Fig. 1: wires at chosen ports, followed through buffers
Scale bar: 100 µm.
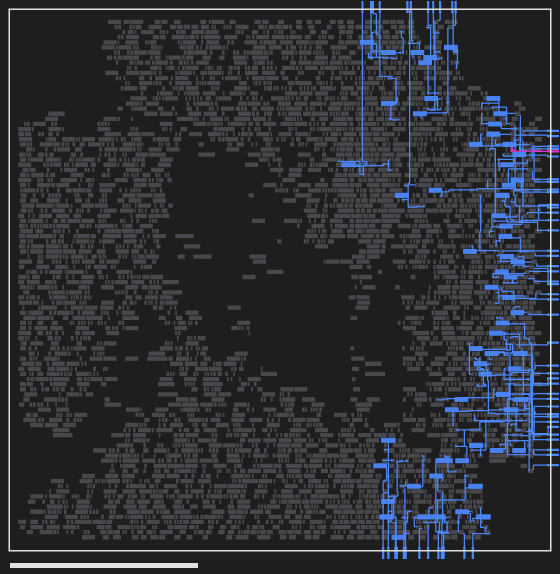
Fig. 2: clock nets
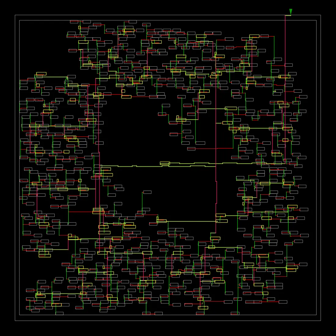
[src/rtl/cmu_dt_coef_gen_if.sv]
// Shared multiplier bus used by cmu_dt_coef_gen.
// The coefficient generator is the master: it presents one operand pair with a
// single-cycle mul_valid strobe. The multiplier (slave) returns mul_result
// together with a single-cycle mul_finish pulse some cycles later.
//   mul_valid  : master -> slave, operand pair valid this cycle
//   mul_a/b    : master -> slave, IEEE-754 double operands
//   mul_finish : slave -> master, result valid this cycle
//   mul_result : slave -> master, rounded product (round-to-nearest-even)
interface cmu_dt_coef_gen_if #(
  parameter int DBL_WIDTH = 64
);
  logic                 mul_valid;
  logic [DBL_WIDTH-1:0] mul_a;
  logic [DBL_WIDTH-1:0] mul_b;
  logic                 mul_finish;
  logic [DBL_WIDTH-1:0] mul_result;

  modport master (
    output mul_valid, mul_a, mul_b,
    input  mul_finish, mul_result
  );

  modport slave (
    input  mul_valid, mul_a, mul_b,
    output mul_finish, mul_result
  );
endinterface

[src/rtl/cmu_dt_coef_gen.sv]
// cmu_dt_coef_gen
// Derives the CMU time coefficients from one double-precision time step:
//   delta_t, half_dt2 = dt^2/2, two3_dt3 = 2/3*dt^3, sixth_dt4 = dt^4/6
// using a single external multiplier, issued six times in sequence.
// Ports:
//   clk, rst        : clock, synchronous active-high reset
//   start           : request a computation (only honoured when idle)
//   delta_t_in      : new time step
//   mul             : multiplier bus (master side)
//   busy            : high whenever the sequencer is not idle
//   delta_t..sixth_dt4 : registered coefficients, change only when valid_out pulses
//   valid_out       : one-cycle pulse, coefficients were just updated
//   err             : one-cycle pulse, input rejected or multiplier timed out
// The last accepted dt is cached; restarting with the identical bit pattern
// replays the held outputs without touching the multiplier.
module cmu_dt_coef_gen #(
  parameter int DBL_WIDTH    = 64,
  parameter int WAIT_TIMEOUT = 64
) (
  input  logic                 clk,
  input  logic                 rst,
  input  logic                 start,
  input  logic [DBL_WIDTH-1:0] delta_t_in,
  cmu_dt_coef_gen_if.master    mul,
  output logic                 busy,
  output logic [DBL_WIDTH-1:0] delta_t,
  output logic [DBL_WIDTH-1:0] half_dt2,
  output logic [DBL_WIDTH-1:0] two3_dt3,
  output logic [DBL_WIDTH-1:0] sixth_dt4,
  output logic                 valid_out,
  output logic                 err
);

  localparam int EXP_W = 11;
  localparam int TMO_W = $clog2(WAIT_TIMEOUT + 1);
  localparam logic [TMO_W-1:0] TMO_LAST = TMO_W'(WAIT_TIMEOUT - 1);
  localparam logic [DBL_WIDTH-1:0] C_HALF  = DBL_WIDTH'(64'h3FE0000000000000);
  localparam logic [DBL_WIDTH-1:0] C_TWO3  = DBL_WIDTH'(64'h3FE5555555555555);
  localparam logic [DBL_WIDTH-1:0] C_SIXTH = DBL_WIDTH'(64'h3FC5555555555555);

  typedef enum logic [1:0] {S_IDLE, S_ISSUE, S_WAIT, S_DONE} state_t;

  state_t               state_reg, state_next;
  logic [2:0]           op_idx_reg;
  logic [TMO_W-1:0]     tmo_reg;
  logic                 cache_valid_reg;
  logic                 err_reg;
  logic [DBL_WIDTH-1:0] dt_reg, d2_reg, d3_reg, d4_reg, h2_reg, t3_reg;
  logic [DBL_WIDTH-1:0] delta_t_reg, half_dt2_reg, two3_dt3_reg, sixth_dt4_reg;

  logic                 bad_input;
  logic                 reject;
  logic                 accept;
  logic                 timeout;
  logic                 last_done;
  logic [DBL_WIDTH-1:0] op_a, op_b;

  // Negative numbers (including -0.0), infinities and NaNs are refused.
  assign bad_input = delta_t_in[DBL_WIDTH-1] | (&delta_t_in[DBL_WIDTH-2 -: EXP_W]);

  always_comb begin
    state_next = state_reg;
    reject     = 1'b0;
    accept     = 1'b0;
    timeout    = 1'b0;
    last_done  = 1'b0;
    case (state_reg)
      S_IDLE: begin
        if (start) begin
          if (bad_input) begin
            reject = 1'b1;
          end else if (cache_valid_reg && (delta_t_in == delta_t_reg)) begin
            state_next = S_DONE;
          end else begin
            accept     = 1'b1;
            state_next = S_ISSUE;
          end
        end
      end
      S_ISSUE: state_next = S_WAIT;
      S_WAIT: begin
        if (mul.mul_finish) begin
          if (op_idx_reg == 3'd5) begin
            last_done  = 1'b1;
            state_next = S_DONE;
          end else begin
            state_next = S_ISSUE;
          end
        end else if (tmo_reg == TMO_LAST) begin
          timeout    = 1'b1;
          state_next = S_IDLE;
        end
      end
      S_DONE:  state_next = S_IDLE;
      default: state_next = S_IDLE;
    endcase
  end

  // Operand selection: powers first, then scaling by the constant factors.
  always_comb begin
    op_a = dt_reg;
    op_b = dt_reg;
    case (op_idx_reg)
      3'd0: begin op_a = dt_reg; op_b = dt_reg;  end
      3'd1: begin op_a = d2_reg; op_b = dt_reg;  end
      3'd2: begin op_a = d3_reg; op_b = dt_reg;  end
      3'd3: begin op_a = d2_reg; op_b = C_HALF;  end
      3'd4: begin op_a = d3_reg; op_b = C_TWO3;  end
      3'd5: begin op_a = d4_reg; op_b = C_SIXTH; end
      default: begin op_a = dt_reg; op_b = dt_reg; end
    endcase
  end

  assign mul.mul_valid = (state_reg == S_ISSUE);
  assign mul.mul_a     = op_a;
  assign mul.mul_b     = op_b;

  always_ff @(posedge clk) begin
    if (rst) begin
      state_reg       <= S_IDLE;
      op_idx_reg      <= 3'd0;
      tmo_reg         <= '0;
      cache_valid_reg <= 1'b0;
      err_reg         <= 1'b0;
      dt_reg          <= '0;
      d2_reg          <= '0;
      d3_reg          <= '0;
      d4_reg          <= '0;
      h2_reg          <= '0;
      t3_reg          <= '0;
      delta_t_reg     <= '0;
      half_dt2_reg    <= '0;
      two3_dt3_reg    <= '0;
      sixth_dt4_reg   <= '0;
    end else begin
      state_reg <= state_next;
      err_reg   <= reject | timeout;

      if (accept) begin
        dt_reg     <= delta_t_in;
        op_idx_reg <= 3'd0;
      end

      // Counter restarts each time a new WAIT begins.
      if (state_reg == S_ISSUE) begin
        tmo_reg <= '0;
      end else if (state_reg == S_WAIT) begin
        tmo_reg <= tmo_reg + 1'b1;
      end

      if ((state_reg == S_WAIT) && mul.mul_finish) begin
        case (op_idx_reg)
          3'd0: d2_reg <= mul.mul_result;
          3'd1: d3_reg <= mul.mul_result;
          3'd2: d4_reg <= mul.mul_result;
          3'd3: h2_reg <= mul.mul_result;
          3'd4: t3_reg <= mul.mul_result;
          default: ;
        endcase
        if (op_idx_reg != 3'd5) begin
          op_idx_reg <= op_idx_reg + 3'd1;
        end
      end

      // The final product goes straight to the output so that every
      // coefficient becomes visible in the same cycle valid_out pulses.
      if (last_done) begin
        delta_t_reg   <= dt_reg;
        half_dt2_reg  <= h2_reg;
        two3_dt3_reg  <= t3_reg;
        sixth_dt4_reg <= mul.mul_result;
      end

      if (timeout) begin
        cache_valid_reg <= 1'b0;
      end else if (state_reg == S_DONE) begin
        cache_valid_reg <= 1'b1;
      end
    end
  end

  assign busy      = (state_reg != S_IDLE);
  assign valid_out = (state_reg == S_DONE);
  assign err       = err_reg;
  assign delta_t   = delta_t_reg;
  assign half_dt2  = half_dt2_reg;
  assign two3_dt3  = two3_dt3_reg;
  assign sixth_dt4 = sixth_dt4_reg;

endmodule

[src/flat_wrapper.sv]
// flat-port wrapper written by rule: the top's interface ports become plain ports
module cmu_dt_coef_gen_flat 
#(
  parameter int DBL_WIDTH    = 64,
  parameter int WAIT_TIMEOUT = 64
)
  (clk, rst, start, delta_t_in, busy, delta_t, half_dt2, two3_dt3, sixth_dt4, valid_out, err, mul_mul_valid, mul_mul_a, mul_mul_b, mul_mul_finish, mul_mul_result);
  cmu_dt_coef_gen_if #(.DBL_WIDTH(DBL_WIDTH)) mul_i ();
  input  logic clk;
  input  logic rst;
  input  logic start;
  input  logic [DBL_WIDTH-1:0] delta_t_in;
  output logic busy;
  output logic [DBL_WIDTH-1:0] delta_t;
  output logic [DBL_WIDTH-1:0] half_dt2;
  output logic [DBL_WIDTH-1:0] two3_dt3;
  output logic [DBL_WIDTH-1:0] sixth_dt4;
  output logic valid_out;
  output logic err;
  output wire logic [$bits(mul_i.mul_valid)-1:0] mul_mul_valid;
  output wire logic [$bits(mul_i.mul_a)-1:0] mul_mul_a;
  output wire logic [$bits(mul_i.mul_b)-1:0] mul_mul_b;
  input wire logic [$bits(mul_i.mul_finish)-1:0] mul_mul_finish;
  input wire logic [$bits(mul_i.mul_result)-1:0] mul_mul_result;
  assign mul_mul_valid = mul_i.mul_valid;
  assign mul_mul_a = mul_i.mul_a;
  assign mul_mul_b = mul_i.mul_b;
  assign mul_i.mul_finish = mul_mul_finish;
  assign mul_i.mul_result = mul_mul_result;
  cmu_dt_coef_gen #(.DBL_WIDTH(DBL_WIDTH), .WAIT_TIMEOUT(WAIT_TIMEOUT)) u_core (.clk(clk), .rst(rst), .start(start), .delta_t_in(delta_t_in), .mul(mul_i), .busy(busy), .delta_t(delta_t), .half_dt2(half_dt2), .two3_dt3(two3_dt3), .sixth_dt4(sixth_dt4), .valid_out(valid_out), .err(err));
endmodule
[config.mk]
export PLATFORM = sky130hd
export DESIGN_NAME = cmu_dt_coef_gen_flat
export DESIGN_NICKNAME = d
export VERILOG_FILES = /design/src/rtl/cmu_dt_coef_gen_if.sv /design/src/rtl/cmu_dt_coef_gen.sv /design/src/flat_wrapper.sv
export SDC_FILE = /design/constraint.sdc
export NUM_CORES = 2
export LEC_CHECK = 0
export ABC_AREA = 1
export CORE_MARGIN = 4
export CORE_UTILIZATION = 33
export DETAILED_ROUTE_END_ITERATION = 8
export PLACE_DENSITY = 0.65
export SLEW_MARGIN = 20
export SYNTH_ARGS = -nofsm -noshare
export SYNTH_HDL_FRONTEND = slang
export SYNTH_SLANG_ARGS = --single-unit
[constraint.sdc]
create_clock -name clk -period 2.1 [get_ports clk]
set_clock_uncertainty 0.05 [all_clocks]
set_input_delay 0.42 -clock clk [delete_from_list [all_inputs] [get_ports clk]]
set_output_delay 0.42 -clock clk [all_outputs]
set_load 0.02 [all_outputs]
==> results_slide.txt <==
Physical Implementation Snapshot

Floorplan
  • Die width: 288 µm
  • Row cnt: 102
  • Fp util: 0.333
  • Total core area: 77,600 µm²
  • Die height: 288 µm
  • Die area: 82,900 µm²

Global routing
  • First-pass GRT wire length: 154 mm
  • Antenna violations before repair: 5
  • Vias in the first global route: 24,695
  • Total GRT Usage: 0.240
  • Gr ovfl total: 0
  • Largest net degree at the start of global routing: 89

STA
  • Max frequency: 340 MHz
  • Slew @ Worst Pin: 0.597 ns
  • Slew margin rel.: 0.601
  • Final hold vios: 0
  • Final setup fails: 128
  • Cycle use final: 1.40
  • RSZ-0062 raised after global routing: true
  • Final worst-path setup slack: -0.843 ns
  • Tmin final: 2.94 ns
  • Setup TNS: -87.38 ns
  • Max-slew violation count: 0
  • Hold slack final: 0.390 ns

Detailed routing
  • Total Wirelength: 107 mm
  • Mean routed wirelength per cell: 20.1 µm
  • Via-to-Cell Ratio: 4.93
  • Drt initial violations: 2,016
  • TritonRoute pass-1 iters: 5
  • Final antenna-violating net count: 0
  • Vias: 26,147
  • Drt drc: 0

Synthesis
  • Post-synthesis cell type count: 34
  • Ys cells: 3,541
  • Synthesized Nets: 3,679
  • #FFs+latches synth: 654
  • Synthesis area per yosys: 25,800 µm²
  • Register share after synthesis: 0.507
  • Post-synthesis cell area: 25,800 µm²
  • Ys Warns: 0
  • Syn_area_per_cell: 7.30 µm²
  • Post-Syn Instances: 3,541

Clock tree
  • # hold bufs at CTS: 0
  • CTS tree: done
  • CTS Buffer Depth: 3
  • Max H-tree Level: 3
  • Root Buffer: clkbuf_16
  • Clk slew on worst S/H paths: 0.06 ns
  • TritonCTS buffer count: 75

Worst setup path
  • Required time worst endpoint: 1.63 ns
  • FF-to-FF path depth: 11
  • Slowest cell on crit path: dfxtp_4
  • Setup crit end kind: output pin
  • Worst r2r dst: u_core.half_dt2[18]
  • Worst stage delay on the critical path: 0.38 ns
  • Crit path kind: flop to output pin
  • FF-to-FF Start: u_core.op_idx_reg[0]
  • CP delay by family, top: buffers and inverters
  • Buf+Inv Stages, Crit Path: 4
  • Worst Path Max Fanout: 5
  • Critical Path Start Type: flop
  • CP Cell Sequence: ha_4 -> ha_4 -> nor3_4 -> buf_6 -> inv_12 -> buf_4 -> o211ai_1 -> buf_4
  • Setup slack, reg-to-reg: 0.04 ns
  • Crit path DAT: 2.47 ns

Pwr
  • Total power: 32.2 mW
  • Leakage: 17.7 nW
  • P per Cell Area: 823 nW/µm²
  • Peak supply drop: 603 µV

Min path
  • Min-delay src: u_core.h2_reg[36]
  • Hold Path Sink: u_core.half_dt2[36]
  • Hold WC Path Type: flop to flop
  • Hold path cells: 2

Flow run
  • Max-cap check violation count: 0
  • Number of OpenROAD warnings: 32

Final layout
  • Final Non-Filler Cells: 5,302
  • Most frequent logic cell in the layout: nor2_1
  • Layout Nets: 4,341
  • Dominant logic cell types in the final layout: 949 x nor2_1, 637 x dfxtp_1, 553 x o21ai_0, 305 x nand2_1, 218 x clkdlybuf4s50_1
  • Filler cell count: 7,345
  • Share of layout cells above drive strength 1: 0.195
  • Area delta synth->final: 51.2%
  • Final instance area: 39,100 µm²

Placement
  • DPL Wire Length: 70.4 mm
  • Inst Count DP: 5,087
  • Placed inst area: 33,800 µm²
  • Gpl congestion: 0.884

Outcome
  • Failing checks: negative setup slack
  • Status: complete, but fails checks
About Fig. 1:
| port | color | direction | end cells | buffers | wire |
|---|---|---|---|---|---|
| delta_t | blue | output | 64 | 73 | 3,650 µm |
| mul_mul_finish | magenta | input | 1 | 1 | 24.9 µm |
I/O Pins: 520
number of buffers added on ports: 519

About Fig. 2:
clk sinks: 654
Latency at later pin: 0.63 ns

how the worst max path moves through the flow:
stage | from | cells past startpoint | end | slack, ns
2_1_floorplan | u_core.op_idx_reg[0] | 8 | mul_mul_a[12] | -0.02
3_3_place_gp | u_core.op_idx_reg[0] | 8 | mul_mul_a[27] | -0.67
3_5_place_dp | u_core.op_idx_reg[0] | 8 | mul_mul_a[27] | -0.73
4_1_cts | u_core.op_idx_reg[0] | 10 | mul_mul_a[5] | -0.86
5_1_grt | u_core.op_idx_reg[1] | 10 | mul_mul_a[5] | -0.91
6_report | u_core.op_idx_reg[1] | 8 | mul_mul_a[27] | -0.84
worst reg2reg max path: stages (launching register included):
cell and delay, ns:
dfxtp_4 0.39, buf_6 0.11, ha_4 0.16, nand2_4 0.06, buf_4 0.15, buf_4 0.15, nor2_4 0.15, buf_12 0.16
clkbuf_16 0.19, buf_12 0.18, o21ai_0 0.10, a21oi_1 0.14
Yosys cell counts, drive strengths merged:
cell | instances | share of area
nor2 | 996 | 0.15
dfxtp | 654 | 0.51
o21ai | 589 | 0.11
nand2 | 381 | 0.055
inv | 224 | 0.033
a21oi | 191 | 0.037
clkbuf | 140 | 0.020
nand3 | 115 | 0.022
buf | 105 | 0.022
a22oi | 64 | 0.019
o211ai | 16 | 0.0046
nand3b | 15 | 0.0044
xnor2 | 14 | 0.0047
or2 | 11 | 0.0027
nand4 | 10 | 0.0024
ha | 6 | 0.0029
nor3 | 5 | 0.0018
a211oi | 1 | 0.00029
a21boi | 1 | 0.00029
nor4 | 1 | 0.00024
o31ai | 1 | 0.00029
xor2 | 1 | 0.00034
area by class of cell:
type | count | area (µm²) | share of cell area
multi-input combinational | 2418 | 12100 | 0.310
tap | 1040 | 1300 | 0.0333
inverter | 224 | 880 | 0.0225
clock buffer | 106 | 2150 | 0.0551
antenna | 2 | 5.00 | 0.000128
timing repair buffer | 830 | 9060 | 0.232
clock inverter | 28 | 439 | 0.0112
sequential | 654 | 13100 | 0.336
layer usage:
layer,share of wire,up-vias,GRT usage
met5,0,-,0
met1,0.43,12237,0.317
met4,0.035,0,0.0865
li1,-,12751,-
met3,0.078,199,0.0584
met2,0.45,960,0.383
timing repair:
item	CTS	global route
gates cloned	11	6
setup buffers	43	27
gates resized	908	314
endpoints found under the setup margin	274	239
pin swaps	33	45
power breakdown:
part	switching [mW]	internal [mW]
logic	3.03	2.41
registers	0.346	12.7
clock network	5.63	8.01
total	9.01	23.2
cells by family (layout without fill, tap and decap cells):
logic type / after synthesis / in the layout / share of synthesized area
other: 0 / 2 / 0
adder cells (fa/ha/maj): 6 / 6 / 0.00290
buffers and inverters: 469 / 1188 / 0.0753
AND/OR/NAND/NOR: 1534 / 1534 / 0.235
AND-OR/OR-AND: 863 / 863 / 0.175
XOR/XNOR: 15 / 15 / 0.00508
flip-flops: 654 / 654 / 0.507
metrics by stage:
step / util / worst slack (ns)
final: 0.504 / -0.843
after global routing: 0.504 / -0.907
after CTS: 0.487 / -0.863
after detailed placement: 0.436 / -0.725
after global placement: 0.436 / -0.669
after floorplan: - / -0.0215
Power is estimated from default activity; no workload was simulated.
